==> src/rtl/piso_serializer_pkg.sv <==
// Shared definitions for the serial link: line states and the default word width.
// The matching SIPO receiver imports the same package.
package piso_serializer_pkg;

  localparam int DEF_WIDTH = 8;

  typedef enum logic {
    ST_IDLE  = 1'b0,
    ST_SHIFT = 1'b1
  } state_e;

endpackage

==> src/rtl/piso_bit_counter.sv <==
// Bit-position counter for one serial word: clears on a new word, steps once per bit,
// and flags the final bit position. It saturates at WIDTH-1 and never wraps.
module piso_bit_counter
  import piso_serializer_pkg::*;
#(
  parameter int WIDTH = DEF_WIDTH,
  parameter int CW    = $clog2(WIDTH)
) (
  input  logic          clk,
  input  logic          rst,
  input  logic          clr_i,
  input  logic          inc_i,
  output logic [CW-1:0] cnt_o,
  output logic          at_last_o
);

  localparam logic [CW-1:0] LAST_POS = CW'(WIDTH - 1);

  logic [CW-1:0] cnt_q, cnt_d;

  assign at_last_o = (cnt_q == LAST_POS);
  assign cnt_o     = cnt_q;

  always_comb begin
    cnt_d = cnt_q;
    if (clr_i)
      cnt_d = '0;
    else if (inc_i && !at_last_o)
      cnt_d = cnt_q + CW'(1);
  end

  always_ff @(posedge clk) begin
    if (rst) cnt_q <= '0;
    else     cnt_q <= cnt_d;
  end

endmodule

==> src/rtl/piso_serializer.sv <==
// Parallel-in/serial-out transmitter: takes a WIDTH-bit word on a valid/ready load
// and shifts it out one bit per clock on q/qbar with frame and last markers.
module piso_serializer
  import piso_serializer_pkg::*;
#(
  parameter int WIDTH     = DEF_WIDTH,
  parameter bit MSB_FIRST = 1'b1
) (
  input  logic             clk,
  input  logic             rst,
  input  logic [WIDTH-1:0] din,
  input  logic             load_valid,
  output logic             load_ready,
  output logic             q,
  output logic             qbar,
  output logic             frame,
  output logic             last
);

  localparam int CW = $clog2(WIDTH);

  state_e           state_q, state_d;
  logic [WIDTH-1:0] shreg_q, shreg_d;
  logic             q_q, q_d;
  logic             cnt_clr, cnt_inc, at_last;
  logic [CW-1:0]    cnt;
  logic             accept;

  function automatic logic emit_bit(input logic [WIDTH-1:0] w);
    return MSB_FIRST ? w[WIDTH-1] : w[0];
  endfunction

  function automatic logic [WIDTH-1:0] shift_word(input logic [WIDTH-1:0] w);
    return MSB_FIRST ? {w[WIDTH-2:0], 1'b0} : {1'b0, w[WIDTH-1:1]};
  endfunction

  piso_bit_counter #(.WIDTH(WIDTH), .CW(CW)) u_cnt (
    .clk      (clk),
    .rst      (rst),
    .clr_i    (cnt_clr),
    .inc_i    (cnt_inc),
    .cnt_o    (cnt),
    .at_last_o(at_last)
  );

  // Ready in the last-bit cycle lets the next word follow with no idle gap.
  assign load_ready = (state_q == ST_IDLE) | at_last;
  assign accept     = load_valid & load_ready;

  assign q     = q_q;
  assign qbar  = ~q_q;
  assign frame = (state_q == ST_SHIFT);
  assign last  = frame & at_last;

  always_comb begin
    state_d = state_q;
    shreg_d = shreg_q;
    q_d     = q_q;
    cnt_clr = 1'b0;
    cnt_inc = 1'b0;
    if (accept) begin
      shreg_d = din;
      q_d     = emit_bit(din);
      state_d = ST_SHIFT;
      cnt_clr = 1'b1;
    end else if (state_q == ST_SHIFT) begin
      if (!at_last) begin
        shreg_d = shift_word(shreg_q);
        q_d     = emit_bit(shift_word(shreg_q));
        cnt_inc = 1'b1;
      end else begin
        state_d = ST_IDLE;
        q_d     = 1'b0;
        cnt_clr = 1'b1;
      end
    end
  end

  always_ff @(posedge clk) begin
    if (rst) begin
      state_q <= ST_IDLE;
      shreg_q <= '0;
      q_q     <= 1'b0;
    end else begin
      state_q <= state_d;
      shreg_q <= shreg_d;
      q_q     <= q_d;
    end
  end

  // The counter only holds at WIDTH-1 when it is the final bit of a live word.
  logic unused_cnt;
  assign unused_cnt = ^cnt;

endmodule
==> config.mk <==
export PLATFORM = sky130hd
export DESIGN_NAME = piso_serializer
export DESIGN_NICKNAME = d
export VERILOG_FILES = /design/src/rtl/piso_serializer_pkg.sv /design/src/rtl/piso_bit_counter.sv /design/src/rtl/piso_serializer.sv
export SDC_FILE = /design/constraint.sdc
export NUM_CORES = 1
export LEC_CHECK = 0
export CAP_MARGIN = 40
export CORE_MARGIN = 8
export CORE_UTILIZATION = 43
export CTS_BUF_LIST = sky130_fd_sc_hd__clkbuf_4
export DETAILED_ROUTE_END_ITERATION = 10
export GPL_TIMING_DRIVEN = 0
export PLACE_DENSITY = 0.75
export SYNTH_ARGS = -nofsm -noshare
export SYNTH_HDL_FRONTEND = slang
export SYNTH_SLANG_ARGS = --single-unit
==> constraint.sdc <==
create_clock -name clk -period 1.5 [get_ports clk]
set_clock_uncertainty 0.1 [all_clocks]
set_input_delay 0.3 -clock clk [delete_from_list [all_inputs] [get_ports clk]]
set_output_delay 0.3 -clock clk [all_outputs]
set_load 0.01 [all_outputs]
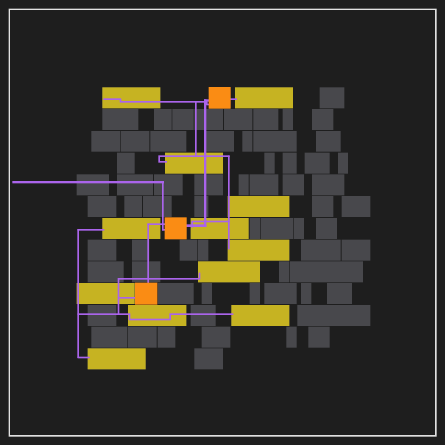
**Above:** routed clock nets over the placement.
Scale: 8 px per micron.
Key: purple = clock wires [length 169 microns]; orange = clock drivers [count 3]; yellow = flip-flops [count 12]
There are 4 routed clock nets.
clock network fraction of total power: 0.277
Latency at later pin: 0.27 ns
Power Clock: 0.000194 W

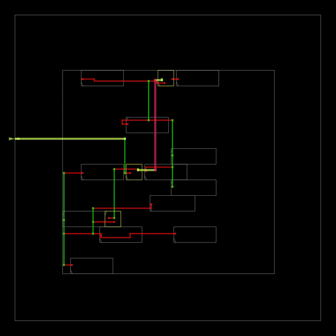
**Above:** clock nets.
CTS Buf Count: 3
Flops: 12
clock sink total: 12

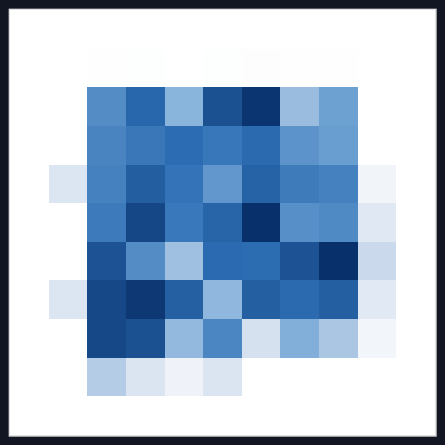
**Above:** cell density map.
Scale: 8 px per micron. 11 x 11 tiles, from white (low) to dark blue (high), 0 to 100% covered.
50% of the tiles are nearly empty. The mean over all tiles is 30%. The emptiest ninth of the die: top right. 19% of the tiles are over 75% full. The densest ninth of the die: middle. The fullest tile reaches 100%.

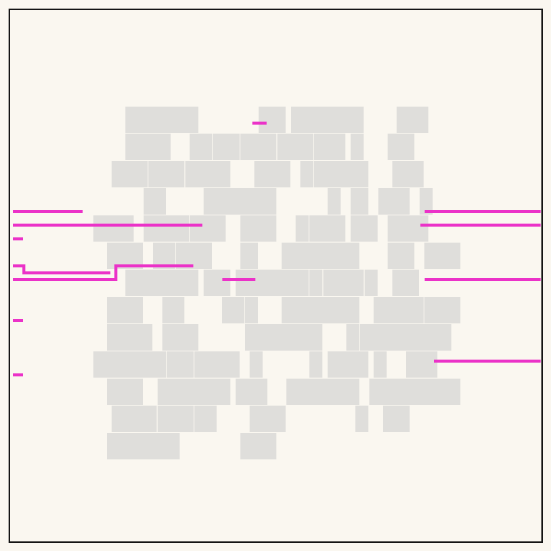
**Above:** signal wires on met3.
Scale: 10 px per micron.
12 nets have wire on it. The longest straight run is 18.6 microns.
Detailed Route WL: 1250 microns
grt met3 use: 0.0392

==> flow_summary.json <==
{
  "status": "complete, but fails checks",
  "violations": "negative setup slack",
  "yosys_cells": 58,
  "avgSynthCellArea_sq_um": 10.2,
  "placed_area_sq_um": 762,
  "via_count": 487,
  "grt_overflow": 0,
  "portBuffers": 15,
  "top_level_ports": 16,
  "dieArea_sq_um": 2820,
  "final_common_cell": "clkdlybuf4s50_1",
  "largest_reg_flops": 7,
  "ys.flop_type": "dfxtp_1",
  "worstSetupPathType": "reg2out",
  "layout-drive-gt1-share": 0.438,
  "cp-start-kind": "flip-flop",
  "n_clock_buffer": 3,
  "synth_nets": 71,
  "synth.distinct_cells": 18,
  "leakagePower_nw": 0.350,
  "mux_share": 0.135,
  "rsz0062_at_grt": "yes",
  "antenna_found_initial": 0,
  "synthXorXnorAreaFrac": 0,
  "n_all_inverters": 5,
  "n_tap_cell": 15,
  "top_register": "shreg_q",
  "met2WireLength_microns": 584,
  "hold_start": "q",
  "grt.met2_usage": 0.143,
  "logic_area_sq_um": 354,
  "cts.path.max_buffers": 2,
  "rr_worst_depth": 7,
  "r2r-start": "u_cnt.cnt_o[1]",
  "dp_cells": 88,
  "seqCellArea_sq_um": 244,
  "power_density_nw_per_um2": 816,
  "ys_seq_share": 0.405,
  "diodes": 0,
  "synthAoiAreaFrac": 0.219,
  "nNonClkBuffers": 22,
  "largest_class": "combinational gates",
  "die_y_microns": 53.1,
  "buf_share": 0.227,
  "warnings": 28,
  "layout_top_cells": "clkdlybuf4s50_1, dfxtp_1, mux2i_1",
  "die_w_microns": 53.1,
  "sh_seq_area": 0.284,
  "drv_cap": 0,
  "r2r-end": "q",
  "busiest_layer": "met2",
  "worst_slack_ns": -0.156,
  "grtUsageMet1": 0.110,
  "crit_start": "u_cnt.cnt_o[1]",
  "core_sq_um": 1300,
  "ys.flops": 12,
  "power.total_w": 0.000701,
  "cts_tree": "built",
  "cts_resized": 22,
  "grt_pass1_wl_microns": 2040,
  "logic_family": "AND-OR/OR-AND gates",
  "synthDominantCellAreaShare": 0.405,
  "clk_share": 0.0262,
  "syn-instance-count": 58,
  "final-setup-viol-count": 3,
  "std_cell_rows": 13,
  "drc": 0,
  "endpoint_kind": "output port",
  "path_clk_slew_ns": 0.07,
  "cts-hold-fix-buffers": 0,
  "finish.utilization": 0.660,
  "firstDrtPassIters": 3,
  "timing.fmax_ghz": 0.604,
  "grtUsageTotal": 0.0961,
  "hold_depth": 2,
  "cp-endpoint": "load_ready"
}
-- worst max-delay path: stages (launching register included) --
cell and delay (ns):
dfxtp_2 0.34, ha_4 0.16, ha_4 0.17, nor2b_4 0.16
inv_6 0.04, buf_6 0.11
-- power breakdown --
part           leakage (nW)  total, W  switching, W  internal (W)
clock                0.0138  0.000194      0.000101     0.0000929
combinational         0.236  0.000146     0.0000643     0.0000821
sequential            0.100  0.000360     0.0000182      0.000342
-- metrics by stage --
| step | setup TNS (ns) | worst slack, ns |
|---|---|---|
| 2_1_floorplan | 0 | 0.0114 |
| 3_3_place_gp | -3.00 | -0.558 |
| 3_5_place_dp | -3.22 | -0.577 |
| 4_1_cts | -0.332 | -0.164 |
| 5_1_grt | -0.694 | -0.211 |
| 6_report | -0.350 | -0.156 |
Power and IR drop assume default switching activity.
